`src/rtl/airi5c_custom_pkg.sv`:
```
// Shared definitions for AIRI5C custom PCPI units: opcode, FSM state encodings,
// funct3 operation codes and instruction decode helpers.
package airi5c_custom_pkg;

  localparam logic [6:0] CUSTOM_OPCODE_DEFAULT = 7'h77;

  localparam logic [1:0] ST_IDLE = 2'b00;
  localparam logic [1:0] ST_EXEC = 2'b01;
  localparam logic [1:0] ST_DONE = 2'b10;

  localparam logic [2:0] F3_BREV  = 3'b000;
  localparam logic [2:0] F3_BSWAP = 3'b001;
  localparam logic [2:0] F3_CPOP  = 3'b010;
  localparam logic [2:0] F3_CLZ   = 3'b011;
  localparam logic [2:0] F3_ROL   = 3'b100;

  // Unclaimed encodings must leave the core free to raise an illegal-instruction trap.
  function automatic logic insn_claimable(input logic [31:0] insn, input logic [6:0] opcode);
    return (insn[6:0] == opcode) && (insn[31:25] == 7'h00) && (insn[14:12] <= F3_ROL);
  endfunction

  function automatic logic op_is_iterative(input logic [2:0] funct3);
    return (funct3 == F3_CPOP) || (funct3 == F3_CLZ);
  endfunction

endpackage

```
`src/rtl/airi5c_custom_bitscan.sv`:
```
// One step of the iterative CPOP/CLZ datapath: folds a chunk of operand bits
// (MSB first) into the running count.
module airi5c_custom_bitscan
  import airi5c_custom_pkg::*;
#(
  parameter int BITS = 8,
  parameter int AW   = 6
) (
  input  logic [BITS-1:0] chunk,
  input  logic            count_zeros,
  input  logic [AW-1:0]   acc,
  input  logic            found,
  output logic [AW-1:0]   acc_next,
  output logic            found_next
);

  // Walk the chunk from its top bit; CLZ freezes the count once a one has been seen.
  always_comb begin
    acc_next   = acc;
    found_next = found;
    for (int i = BITS - 1; i >= 0; i--) begin
      if (count_zeros) begin
        if (!found_next && !chunk[i]) begin
          acc_next = acc_next + AW'(1'b1);
        end else begin
          acc_next = acc_next;
        end
        found_next = found_next | chunk[i];
      end else begin
        acc_next   = acc_next + AW'(chunk[i]);
        found_next = found_next;
      end
    end
  end

endmodule

```
`src/rtl/airi5c_custom_bitops.sv`:
```
// PCPI coprocessor for bit manipulation: BREV, BSWAP, ROL in one EXEC cycle,
// CPOP and CLZ scanned BITS_PER_CYCLE bits per cycle with fixed latency.
module airi5c_custom_bitops
  import airi5c_custom_pkg::*;
#(
  parameter int         XLEN           = 32,
  parameter int         BITS_PER_CYCLE = 8,
  parameter logic [6:0] OPCODE         = CUSTOM_OPCODE_DEFAULT
) (
  input  logic            clk,
  input  logic            nreset,
  input  logic            pcpi_valid,
  input  logic [31:0]     pcpi_insn,
  input  logic [XLEN-1:0] pcpi_rs1,
  input  logic [XLEN-1:0] pcpi_rs2,
  input  logic [XLEN-1:0] pcpi_rs3,
  output logic            pcpi_wr,
  output logic [XLEN-1:0] pcpi_rd,
  output logic [XLEN-1:0] pcpi_rd2,
  output logic            pcpi_use_rd64,
  output logic            pcpi_wait,
  output logic            pcpi_ready
);

  localparam int STEPS = XLEN / BITS_PER_CYCLE;
  localparam int CW    = (STEPS > 1) ? $clog2(STEPS) : 1;
  localparam int AW    = $clog2(XLEN + 1);
  localparam int SW    = $clog2(XLEN);
  localparam logic [CW-1:0] LAST_STEP = CW'(STEPS - 1);

  logic [1:0]      state_r;
  logic [XLEN-1:0] rs1_r;
  logic [SW-1:0]   shamt_r;
  logic [2:0]      funct3_r;
  logic [CW-1:0]   step_r;
  logic [AW-1:0]   acc_r;
  logic            found_r;
  logic [XLEN-1:0] result_r;

  logic            claim_now_s;
  logic [AW-1:0]   acc_next_s;
  logic            found_next_s;
  logic [XLEN-1:0] brev_s;
  logic [XLEN-1:0] bswap_s;
  logic [2*XLEN-1:0] rol_wide_s;
  logic [XLEN-1:0] comb_result_s;
  logic            unused_s;

  assign claim_now_s = (state_r == ST_IDLE) && pcpi_valid && insn_claimable(pcpi_insn, OPCODE);

  // Wait is gated by nreset so every output reads zero while reset is held.
  assign pcpi_wait     = nreset && (claim_now_s || (state_r == ST_EXEC));
  assign pcpi_ready    = (state_r == ST_DONE);
  assign pcpi_wr       = (state_r == ST_DONE);
  assign pcpi_rd       = (state_r == ST_DONE) ? result_r : '0;
  assign pcpi_rd2      = '0;
  assign pcpi_use_rd64 = 1'b0;

  assign unused_s = ^{pcpi_rs3, pcpi_rs2[XLEN-1:SW]};

  airi5c_custom_bitscan #(
    .BITS (BITS_PER_CYCLE),
    .AW   (AW)
  ) u_bitscan (
    .chunk       (rs1_r[XLEN-1 -: BITS_PER_CYCLE]),
    .count_zeros (funct3_r == F3_CLZ),
    .acc         (acc_r),
    .found       (found_r),
    .acc_next    (acc_next_s),
    .found_next  (found_next_s)
  );

  // Single-cycle BREV / BSWAP / ROL from the latched operands.
  always_comb begin
    brev_s  = '0;
    bswap_s = '0;
    for (int i = 0; i < XLEN; i++) begin
      brev_s[i] = rs1_r[XLEN-1-i];
    end
    for (int b = 0; b < XLEN / 8; b++) begin
      bswap_s[8*b +: 8] = rs1_r[XLEN-8-8*b +: 8];
    end
    rol_wide_s = {rs1_r, rs1_r} << shamt_r;
    case (funct3_r)
      F3_BREV:  comb_result_s = brev_s;
      F3_BSWAP: comb_result_s = bswap_s;
      default:  comb_result_s = rol_wide_s[2*XLEN-1:XLEN];
    endcase
  end

  // Control FSM; iterative ops shift rs1_r left so the scanner always sees the top chunk.
  always_ff @(posedge clk or negedge nreset) begin
    if (!nreset) begin
      state_r  <= ST_IDLE;
      rs1_r    <= '0;
      shamt_r  <= '0;
      funct3_r <= 3'b000;
      step_r   <= '0;
      acc_r    <= '0;
      found_r  <= 1'b0;
      result_r <= '0;
    end else begin
      case (state_r)
        ST_IDLE: begin
          if (claim_now_s) begin
            rs1_r    <= pcpi_rs1;
            shamt_r  <= pcpi_rs2[SW-1:0];
            funct3_r <= pcpi_insn[14:12];
            step_r   <= '0;
            acc_r    <= '0;
            found_r  <= 1'b0;
            result_r <= '0;
            state_r  <= ST_EXEC;
          end else begin
            state_r  <= ST_IDLE;
          end
        end
        ST_EXEC: begin
          if (!pcpi_valid) begin
            state_r <= ST_IDLE;
          end else if (op_is_iterative(funct3_r)) begin
            acc_r   <= acc_next_s;
            found_r <= found_next_s;
            rs1_r   <= rs1_r << BITS_PER_CYCLE;
            step_r  <= step_r + CW'(1'b1);
            if (step_r == LAST_STEP) begin
              result_r <= XLEN'(acc_next_s);
              state_r  <= ST_DONE;
            end else begin
              state_r  <= ST_EXEC;
            end
          end else begin
            result_r <= comb_result_s;
            state_r  <= ST_DONE;
          end
        end
        ST_DONE: state_r <= ST_IDLE;
        default: state_r <= ST_IDLE;
      endcase
    end
  end

endmodule

```
`config.mk`:
```
export PLATFORM = sky130hd
export DESIGN_NAME = airi5c_custom_bitops
export DESIGN_NICKNAME = d
export VERILOG_FILES = /design/src/rtl/airi5c_custom_pkg.sv /design/src/rtl/airi5c_custom_bitscan.sv /design/src/rtl/airi5c_custom_bitops.sv
export SDC_FILE = /design/constraint.sdc
export NUM_CORES = 1
export LEC_CHECK = 0
export CAP_MARGIN = 40
export CORE_UTILIZATION = 39
export DETAILED_ROUTE_END_ITERATION = 7
export PLACE_DENSITY_LB_ADDON = 0.1
export SLEW_MARGIN = 40
export SYNTH_ARGS = -nofsm -noshare
export SYNTH_HDL_FRONTEND = slang
export SYNTH_SLANG_ARGS = --single-unit
```
`constraint.sdc`:
```
create_clock -name clk -period 7.97 [get_ports clk]
set_input_delay 1.594 -clock clk [delete_from_list [all_inputs] [get_ports clk]]
set_output_delay 1.594 -clock clk [all_outputs]
set_load 0.02 [all_outputs]
```
Fig. 1: clock network drawn from the DEF
Scale bar: 50 um.
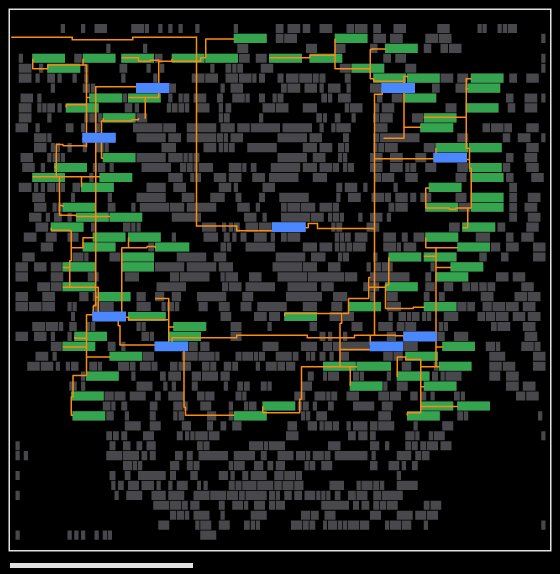
[clock wires] orange | length: 1240 um
[flip-flops] green | count: 83
[clock-net drivers] blue | count: 9
routed clock nets	10
flops lie	all over the die

Fig. 2: register map, names as in the netlist
Scale bar: 50 um.
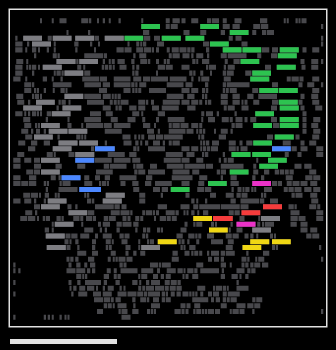
netlist name	color	flops
acc_r	yellow	6
funct3_r	red	3
result_r	green	32
state_r	magenta	2
shamt_r	blue	5

Fig. 3: gate families picked out
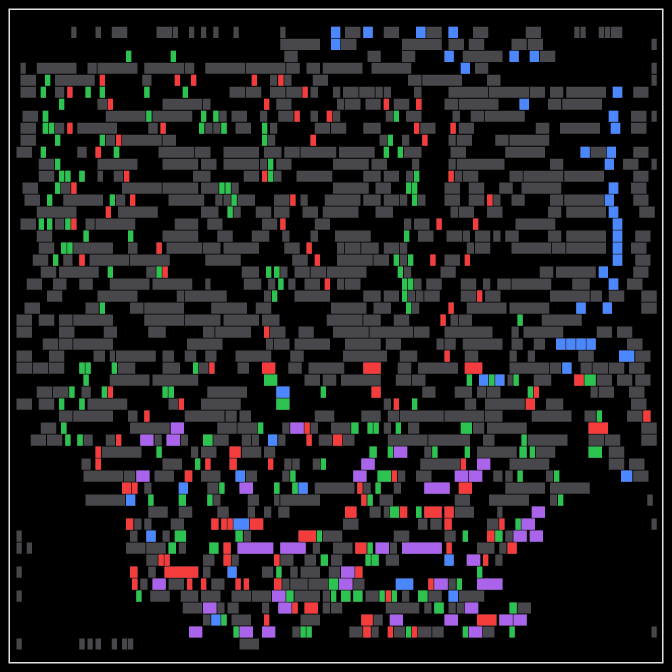
family	color	cells	most used
nand cells	green	158	nand2_1
and/or cells	blue	49	and2_1
xor and xnor cells	purple	39	xnor2_1
nor cells	red	119	nor2_1

Fig. 4: congestion heat map
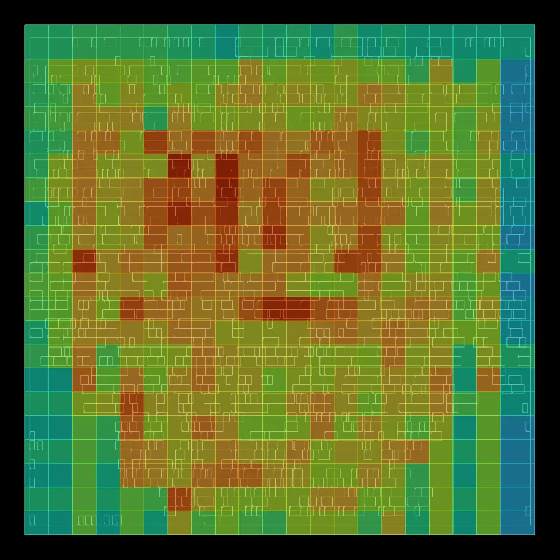
post-DR wirelength/cell: 18.7 um
busiest grt layer: met1
final core occ: 0.471
global routing usage on met1: 0.340
met2 Usage GRT: 0.329

Fig. 5: placed cells, one color a class
Scale bar: 50 um.
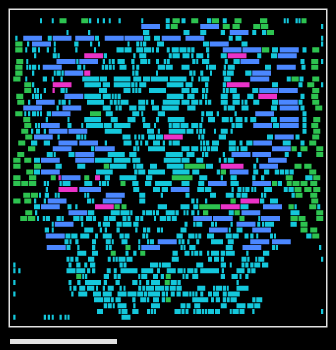
class	color	cells
remaining logic cells	cyan	800
registers	blue	83
clock drivers and dummy loads	magenta	15
remaining buffers and delay cells	green	117

==> impl_metrics.json <==
{
  "critPathMaxFanout": 7,
  "stdcell_count": 1285,
  "top_area_cell": "dfrtp_1",
  "ios": 199,
  "wirelength_met1_um": 12200,
  "critPathTopFamily": "AND-OR/OR-AND gates",
  "hold_class": "flip-flop to flip-flop",
  "fin_nets": 1166,
  "slew_violations": 0,
  "drtIter0Drc": 469,
  "drc_errors": 0,
  "diodes": 0,
  "crit_top_cell": "ha_1",
  "switching_share": 0.222,
  "routed.top_layer": "met4",
  "rrSetupSlack_ns": 0.75,
  "ys_seq_share": 0.250,
  "syn_inst": 967,
  "yosysCellCount": 967,
  "status": "finished, final reports clean",
  "critPathCaptureType": "flip-flop",
  "setup_viol": 0,
  "place_hpwl_um": 17600,
  "topCellsByArea": "dfrtp_1 (25%), mux2i_1 (9.9%), mux4_2 (8.7%)",
  "met3WireLength_um": 1510,
  "crit_slowest_cell": "dfrtp_1",
  "row_count": 52,
  "flop_cell": "dfrtp_1",
  "core_region_area_um2": 20600,
  "synthToLayoutAreaGrowth_pct": 16.7,
  "grt.overflow.total": 0,
  "slew_headroom": 0.503,
  "drive_above_1_share": 0.131,
  "synth_chip_area_um2": 8300,
  "grt.total_usage": 0.225,
  "power.density_nw_per_um2": 95.9,
  "p_seq_frac": 0.455,
  "r2r_cells": 31,
  "critPathKind": "flip-flop to flip-flop",
  "chipArea_um2": 21900,
  "p_switching_mw": 0.206
}
Yosys cell counts (all sizes together) (4+ instances only):
library cell / number
a22o: 38
o21ai: 68
xor2: 13
nand3: 11
and3: 6
mux2i: 82
nand2b: 6
inv: 5
a22oi: 4
ha: 24
mux2: 29
a221oi: 5
nor2: 87
nor3b: 5
a21oi: 52
buf: 52
xnor2: 24
nand2: 133
a31oi: 27
a211oi: 4
nor3: 14
and2: 35
dfrtp: 83
o21a: 6
mux4: 32
nor4: 4
clkbuf: 64
nor2b: 6
timing repair:
action	CTS	global route
buffers inserted	0	4
hold buffers	0	0
resized	0	1
endpoints found under the setup margin	0	2
how the worst max path moves through the flow:
stage,start,endpoint,slack (ns),cells after the start
global placement,acc_r[0],result_r[5],0.58,31
global route,acc_r[0],result_r[5],0.04,31
detailed placement,rs1_r[31],result_r[5],0.55,32
floorplan,funct3_r[0],result_r[5],0.62,36
CTS,funct3_r[1],result_r[5],0.51,30
finish,acc_r[0],result_r[5],0.75,31
sequential cells by signal, indices dropped and copies added (netlist names):
name,flops
result_r,32
rs1_r,32
acc_r,6
shamt_r,5
funct3_r,3
state_r,2
step_r,2
found_r,1
power by group through the flow:
stage	Clock (mW)	Combinational, mW	Sequential [mW]
after floorplan	0	0.0332	0.430
after global placement	0	0.0597	0.430
after detailed placement	0	0.0596	0.430
after CTS	0.459	0.0599	0.422
after global routing	0.471	0.0650	0.422
final	0.446	0.0595	0.423
cell families after synthesis:
group | Yosys count | synth area share
and+or+nand+nor | 326 | 0.185
AOI/OAI and AO/OA | 230 | 0.181
muxes | 143 | 0.225
buffers and inverters | 121 | 0.0743
DFF | 83 | 0.250
xor gates and xnor gates | 39 | 0.0475
adders and majority gates | 24 | 0.0362
other | 1 | 0.000452
layout by cell type, fill, tap and decap left out, types with 3 or more instances in the layout:
cell type / count
a221oi_1: 5
nor4b_1: 3
o211ai_1: 3
and2_1: 35
a31oi_1: 26
a21oi_1: 50
buf_16: 3
a211o_1: 3
conb_1: 33
xnor2_1: 22
nand3b_1: 3
dfrtp_1: 80
and3_1: 5
clkdlybuf4s50_1: 90
nor2_1: 83
a22oi_1: 4
a22o_1: 38
nand2_1: 132
nor3b_1: 4
a211oi_1: 3
buf_4: 23
clkbuf_16: 9
ha_1: 24
o21a_1: 6
nand2b_1: 5
o22ai_1: 3
or2_2: 3
o21ai_0: 66
xor2_1: 12
nand3_1: 11
inv_1: 4
mux2i_1: 82
nand4b_1: 3
mux4_2: 32
mux2_2: 29
nor3_1: 14
nor2_4: 4
nor2b_1: 5
area by class of cell:
cell class / instances / area, um2
fillers: 2070 / 10900
multi-input cells: 795 / 5760
flip-flops and latches: 83 / 2080
repair buffers: 117 / 1170
well taps: 270 / 338
clock buffers: 11 / 233
clock inverters: 4 / 76.3
inverters: 5 / 18.8
through the flow:
step | hold slack [ns] | cell area [um2] | power [mW] | setup WS, ns
floorplan | 0.442 | 8420 | 0.463 | 0.619
global placement | 0.459 | 9230 | 0.490 | 0.583
detailed placement | 0.472 | 9330 | 0.490 | 0.552
CTS | 0.486 | 9640 | 0.941 | 0.512
global route | 0.510 | 9680 | 0.959 | 0.0398
finish | 0.487 | 9680 | 0.928 | 0.748
No activity file was given, so power comes from the tool's default toggle rates.
